Routing congestion:
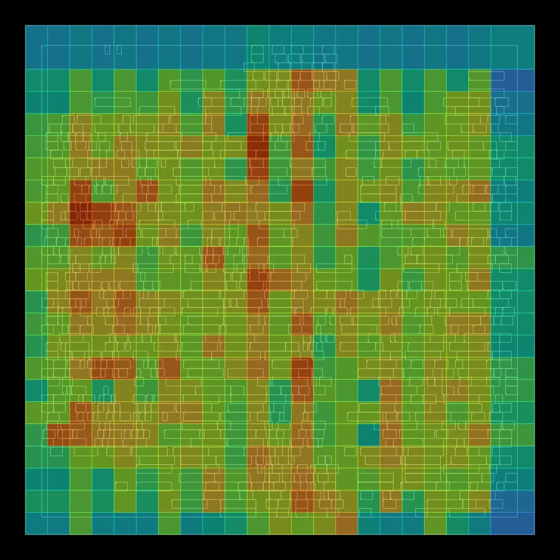
Zoomed window:
Window x 106 to 131, y 106 to 131 um. Cells in gray, sequential cells in the stronger gray; small squares are vias.
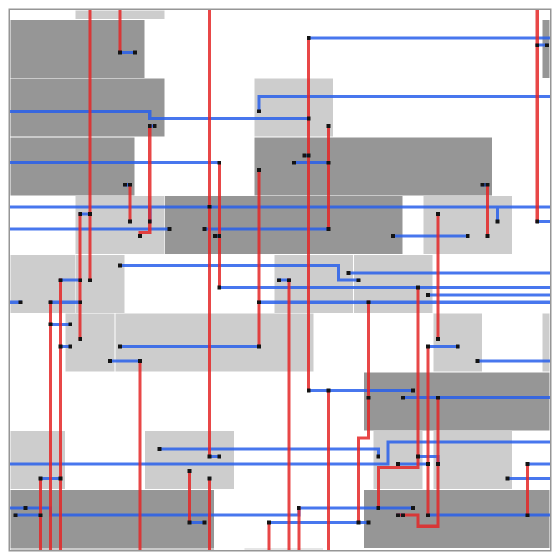
Gate-type map:
Scale: 1.5 px per um.
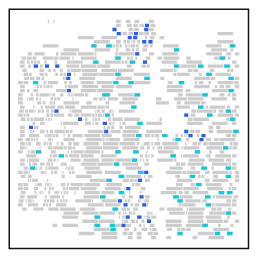
Sequential cells grouped by signal name:
Scale: 3 px per um.
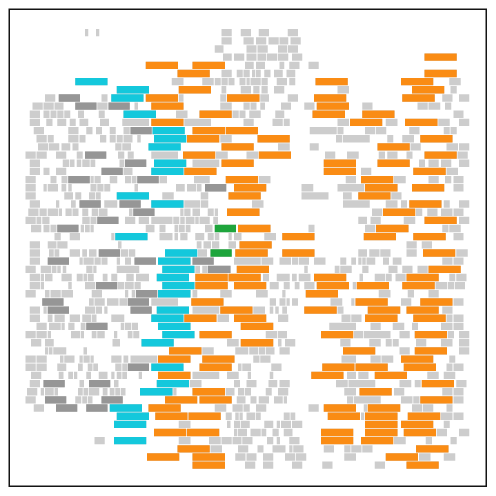
File: src/rtl/fetch_pkg.sv
// Shared types and constants for the instruction fetch slice.
package fetch_pkg;

  localparam int unsigned XLEN = 32;
  localparam logic [XLEN-1:0] NOP_INSTR = 32'h0000_0013;

  typedef struct packed {
    logic [XLEN-1:0] instr;
    logic [XLEN-1:0] pc;
  } fetch_entry_t;

  function automatic logic [XLEN-1:0] align_pc(input logic [XLEN-1:0] addr);
    return addr & ~32'h0000_0003;
  endfunction

endpackage

File: src/rtl/fetch_fifo.sv
// Prefetch buffer: circular FIFO of {instr, pc} entries with synchronous flush.
module fetch_fifo
  import fetch_pkg::*;
#(
  parameter int unsigned DEPTH = 2,
  localparam int unsigned CntW = $clog2(DEPTH + 1),
  localparam int unsigned PtrW = (DEPTH > 1) ? $clog2(DEPTH) : 1
) (
  input  logic            clk,
  input  logic            reset,
  input  logic            push,
  input  logic            pop,
  input  logic            flush,
  input  logic [XLEN-1:0] winstr,
  input  logic [XLEN-1:0] wpc,
  output logic [XLEN-1:0] rinstr,
  output logic [XLEN-1:0] rpc,
  output logic            full,
  output logic            empty,
  output logic [CntW-1:0] count
);

  fetch_entry_t    mem_q [DEPTH];
  logic [PtrW-1:0] wr_ptr_q, rd_ptr_q;
  logic [CntW-1:0] count_q;
  logic            do_push, do_pop;

  function automatic logic [PtrW-1:0] next_ptr(input logic [PtrW-1:0] p);
    return (p == PtrW'(DEPTH - 1)) ? '0 : p + PtrW'(1);
  endfunction

  always_comb begin
    full    = (count_q == CntW'(DEPTH));
    empty   = (count_q == '0);
    count   = count_q;
    do_pop  = pop & ~empty;
    // A push into a full buffer is legal when the head leaves in the same cycle.
    do_push = push & (~full | do_pop);
    rinstr  = mem_q[rd_ptr_q].instr;
    rpc     = mem_q[rd_ptr_q].pc;
  end

  always_ff @(posedge clk) begin
    if (reset || flush) begin
      wr_ptr_q <= '0;
      rd_ptr_q <= '0;
      count_q  <= '0;
    end else begin
      if (do_push) wr_ptr_q <= next_ptr(wr_ptr_q);
      if (do_pop)  rd_ptr_q <= next_ptr(rd_ptr_q);
      unique case ({do_push, do_pop})
        2'b10:   count_q <= count_q + CntW'(1);
        2'b01:   count_q <= count_q - CntW'(1);
        default: count_q <= count_q;
      endcase
    end
  end

  always_ff @(posedge clk) begin
    if (do_push && !(reset || flush)) mem_q[wr_ptr_q] <= '{instr: winstr, pc: wpc};
  end

endmodule

File: src/rtl/fetch_unit.sv
// Instruction fetch stage: issues sequential reads, buffers responses, handles redirects.
module fetch_unit
  import fetch_pkg::*;
#(
  parameter logic [31:0] RESET_PC = 32'h0000_0000,
  parameter int unsigned DEPTH    = 2
) (
  input  logic        clk,
  input  logic        reset,
  output logic        ImemReqF,
  output logic [31:0] PCF,
  input  logic [31:0] ImemRdF,
  input  logic        PCSrcE,
  input  logic [31:0] PCTargetE,
  input  logic        StallD,
  output logic        ValidD,
  output logic [31:0] InstrD,
  output logic [31:0] PCD,
  output logic [31:0] PCPlus4D
);

  localparam int unsigned CntW = $clog2(DEPTH + 1);
  localparam int unsigned OccW = CntW + 1;
  localparam logic [OccW-1:0] DepthOcc = OccW'(DEPTH);

  logic [XLEN-1:0] pc_q, pc_d, inflight_pc_q;
  logic            inflight_q, inflight_d;
  logic [CntW-1:0] fifo_count;
  logic            fifo_full, fifo_empty;
  logic [XLEN-1:0] head_instr, head_pc;
  logic [OccW-1:0] occ;
  logic            valid, deq, issue, push, pop;

  fetch_fifo #(
    .DEPTH(DEPTH)
  ) u_fifo (
    .clk   (clk),
    .reset (reset),
    .push  (push),
    .pop   (pop),
    .flush (PCSrcE),
    .winstr(ImemRdF),
    .wpc   (inflight_pc_q),
    .rinstr(head_instr),
    .rpc   (head_pc),
    .full  (fifo_full),
    .empty (fifo_empty),
    .count (fifo_count)
  );

  always_comb begin
    valid = ~fifo_empty & ~reset;
    deq   = valid & ~StallD;
    // Slots already committed (buffered + inflight) minus the one leaving this cycle.
    occ   = {1'b0, fifo_count} + {{CntW{1'b0}}, inflight_q} - {{CntW{1'b0}}, deq};
    issue = ~reset & ~PCSrcE & (occ < DepthOcc);
    // Redirect squashes the response arriving this cycle and overrides dequeue.
    pop   = deq & ~PCSrcE;
    push  = inflight_q & ~PCSrcE & ~reset & (~fifo_full | pop);

    inflight_d = issue;
    pc_d       = pc_q;
    if (PCSrcE)     pc_d = align_pc(PCTargetE);
    else if (issue) pc_d = pc_q + 32'd4;

    ImemReqF = issue;
    PCF      = pc_q;
    ValidD   = valid;
    InstrD   = valid ? head_instr : NOP_INSTR;
    PCD      = valid ? head_pc : '0;
    PCPlus4D = PCD + 32'd4;
  end

  always_ff @(posedge clk) begin
    if (reset) begin
      pc_q       <= RESET_PC;
      inflight_q <= 1'b0;
    end else begin
      pc_q       <= pc_d;
      inflight_q <= inflight_d;
    end
  end

  always_ff @(posedge clk) begin
    if (issue) inflight_pc_q <= pc_q;
  end

endmodule

File: config.mk
export PLATFORM = sky130hd
export DESIGN_NAME = fetch_unit
export DESIGN_NICKNAME = d
export VERILOG_FILES = /design/src/rtl/fetch_pkg.sv /design/src/rtl/fetch_fifo.sv /design/src/rtl/fetch_unit.sv
export SDC_FILE = /design/constraint.sdc
export NUM_CORES = 1
export LEC_CHECK = 0
export CAP_MARGIN = 15
export CORE_MARGIN = 5
export CORE_UTILIZATION = 40
export DETAILED_ROUTE_END_ITERATION = 8
export PLACE_DENSITY = 0.66
export SYNTH_ARGS = -nofsm -noshare
export SYNTH_HDL_FRONTEND = slang
export SYNTH_HIERARCHICAL = 1
export SYNTH_SLANG_ARGS = --single-unit
export TNS_END_PERCENT = 10
File: constraint.sdc
create_clock -name clk -period 13.6 [get_ports clk]
set_input_delay 2.04 -clock clk [delete_from_list [all_inputs] [get_ports clk]]
set_output_delay 2.04 -clock clk [all_outputs]
set_load 0.01 [all_outputs]
==> impl_metrics.csv <==
group,metric,value,unit
placement,port_buffers,193,
run,maxCapViolations,0,
routing,wl_met1,9.31,mm
cts,cts_buffer_depth,2,
power_and_ir_drop,power.leakage,3.84,nW
global_route,grt_max_degree,65,
placement,place_ws,5310,ps
cts,clock_sinks,194,
final_timing,finalHoldViolations,0,
routing,drt-pass1-iter-count,5,
finish,dominant-cell-class,"sequential cells",
run,openroad.warnings,28,
cts,cts_root_buffer,"clkbuf_16",
finish,inverters,11,
cts,cts_setup_buffers,0,
cts,cts_resized,0,
cts,cts_tree,"done",
finish,regArea,5470,um2
die,core,21800,um2
synthesis,synthMuxAreaShare,0.0895,
placement,place.gp.congestion,0.778,
global_route,use_met2,0.255,
finish,seq_share,0.476,
die,io-pin-count,198,
critical_path,end_kind,"output port",
critical_path,path_class,"in -> out",
synthesis,synth-edff-count,158,
cts,cts.clk_slew.worst_paths,70,ps
critical_path,crit_required,11560,ps
hold_path,hold_class,"reg -> reg",
synthesis,ys_chip_area,8820,um2
finish,ff_count,194,
finish,logic_gates,428,
global_route,overflow,0,
finish,syn_to_final_growth,30.2,%
critical_path,cp_max_fo,47,
global_route,grt_pass1_wl,31.4,mm
routing,met3_length,1.53,mm
final_timing,setup_viol,0,
synthesis,ys.flop_type,"edfxtp_1",
final_timing,drv_slew,0,
synthesis,compound_area_frac,0.0528,
synthesis,yosys_cells,666,
placement,dp_hpwl,13.7,mm
critical_path,arrival,6190,ps
global_route,grt_pass1_vias,5752,
synthesis,avgSynthCellArea,13.2,um2
synthesis,yosysWarnings,6,
synthesis,ys.flops,194,
final_timing,period_used_share,0.605,
die,fp.dieArea,25100,um2
die,fp.dieW,159,um
finish,design_area,11500,um2
placement,placed_cell_area,10900,um2
power_and_ir_drop,p_per_area,104,nW/um2
finish,nClkBuffers,23,
final_timing,slew_headroom,0.375,
synthesis,async_reset_ff_frac,0,
global_route,grt_use_met1,0.220,
routing,detail-route-antenna-nets,0,
synthesis,postSynthCellCount,666,
cts,htree_levels,4,
finish,buf_share,0.173,
routing,routed.top_layer,"met4",
outcome,outcome,"finished, final reports clean",
final_timing,setup_ws,5370,ps
finish,final_nets,925,
die,tap-cell-count,280,
finish,logic_area,3090,um2
global_route,grt.busiest_layer,"met2",
routing,first_iter_violations,293,
synthesis,xor_area_frac,0.0377,
global_route,grt.met3_usage,0.0489,
routing,via_per_inst,5.16,
synthesis,ys_types,66,
final_timing,fin_crit,8230,ps
synthesis,simple_gate_area_frac,0.161,
cts,ctsHoldBuffers,0,
global_route,antenna_found_initial,0,
synthesis,top_logic_kind,"simple AND/OR/NAND/NOR gates",
die,fp_util,0.406,
final_timing,grt_setup_unrepaired,"no",
final_timing,finalSetupTns,0,ps
final_timing,finalClockSkew,14.4,ps
power_and_ir_drop,max-vdd-ir-drop,0.0815,mV
final_timing,tightestPinTransition,936,ps
finish,clk_share,0.0481,
routing,route.detailed.drc,0,
final_timing,max_freq,122,MHz
cts,cts_buffers,17,
critical_path,start_kind,"primary input",
finish,drive_above_1_share,0.151,
cts,clk_latency,420,ps
routing,vias,5919,
die,num_rows,54,
routing,routed_wl,20.1,mm
die,fp.dieH,159,um
synthesis,synth.cell_area,8820,um2
## Picture notes: 'routing congestion'
total track usage: 0.160
WL/cell: 17.5 um

## Picture notes: 'zoomed window'
met2 -> red
met1 -> blue
most frequent = edfxtp_1 (8), clkdlybuf4s50_1 (5), mux2_2 (3)
netlist names of flops here include = `u_fifo/mem_q` (8)
sequential cells in the window = 8
cells with their middle in the window = 21

## Picture notes: 'gate-type map'
XOR/XNOR gates -> blue  # cells 38
multiplexers -> cyan  # cells 70
post-route insts no fill: 1,146
Top cell excl fill/tap: clkdlybuf4s50_1
Comb/total area: 0.269

## Picture notes: 'sequential cells grouped by signal name'
`u_fifo/count` -> green  # sequential cells 2
`inflight_pc_q` -> cyan  # sequential cells 30
`u_fifo/mem_q` -> orange  # sequential cells 128
not colored = 34

cell usage after synthesis (all sizes together), types with 6 or more instances:
master  count  area (um2)
edfxtp    158        4740
and2       73         457
mux2       68         769
dfxtp      36         721
nand2      32         120
nand3      26         170
nor2       26         105
a31oi      21         131
buf        20         180
xor2       20         175
a21oi      19        95.1
nand4      19         131
clkbuf     18        67.6
xnor2      18         158
o21ai      15        78.8
nor3       11        65.1
and3        9        56.3
inv         9        33.8
nor4        7        65.1
or3         7        43.8
o22ai       6        43.8
stage by stage:
step	utilization	hold slack [ps]	instances
finish	0.528	447	1146
global route	0.528	459	1146
CTS	0.528	450	1146
detailed placement	0.503	430	1114
global placement	0.503	423	1114
floorplan	-	421	671
layout by cell type, fill, tap and decap left out, types with 3 or more instances in the layout:
| cell type | Yosys | routed |
|---|---|---|
| a31oi_1 | 21 | 21 |
| o22ai_1 | 5 | 5 |
| clkbuf_16 | 0 | 18 |
| nand2_1 | 32 | 32 |
| or3_1 | 7 | 7 |
| clkinv_2 | 1 | 3 |
| inv_1 | 8 | 8 |
| nor3b_1 | 4 | 4 |
| nor4_1 | 5 | 5 |
| clkinv_4 | 0 | 4 |
| edfxtp_1 | 158 | 158 |
| nand4_1 | 17 | 17 |
| ha_1 | 3 | 3 |
| clkdlybuf4s50_1 | 0 | 192 |
| nor3_1 | 9 | 9 |
| o21ai_0 | 13 | 13 |
| a21oi_1 | 19 | 19 |
| buf_4 | 5 | 8 |
| xor2_1 | 20 | 20 |
| and2_1 | 73 | 73 |
| nand3_2 | 8 | 8 |
| nand3_1 | 18 | 18 |
| clkbuf_1 | 18 | 4 |
| xnor2_1 | 18 | 18 |
| nand2b_1 | 3 | 3 |
| and4_1 | 5 | 5 |
| mux2_2 | 67 | 67 |
| nor2_1 | 25 | 25 |
| dfxtp_1 | 36 | 35 |
| and3_1 | 9 | 9 |
| conb_1 | 1 | 6 |
power breakdown:
part / switching, mW / total (mW) / internal, mW / leakage, nW
logic: 0.0310 / 0.0698 / 0.0388 / 1.83
registers: 0.0138 / 0.668 / 0.654 / 1.74
clock network: 0.209 / 0.462 / 0.253 / 0.273
worst max-delay path, cell delays in order:
cell and delay, ps:
buf_2 70, buf_4 480, or2_1 200, nor2_1 50
ha_1 250, nand2b_1 150, fa_1 370, xnor2_1 200
nand3_2 650, inv_2 1000, clkdlybuf4s50_1 690
final timing paths:
kind,end,cells after the start,start,slack [ps]
setup / recovery,ImemReqF,11,reset,5370
hold / removal,u_fifo/mem_q[0][4]$_DFFE_PP_,0,inflight_pc_q[4]$_DFFE_PP_,450
setup reg to reg,PCF[19]$_SDFFE_PP0P_,13,u_fifo/count[1]$_SDFFE_PP0P_,8710
hold reg to reg,u_fifo/mem_q[0][4]$_DFFE_PP_,0,inflight_pc_q[4]$_DFFE_PP_,450
registers in the layout, indices dropped and copies added (netlist names), named ones only:
signal           flops
u_fifo/wr_ptr_q      1
u_fifo/count         2
inflight_q           1
inflight_pc_q       30
u_fifo/rd_ptr_q      1
u_fifo/mem_q       128
PCF                 30
Power and IR drop assume default switching activity.
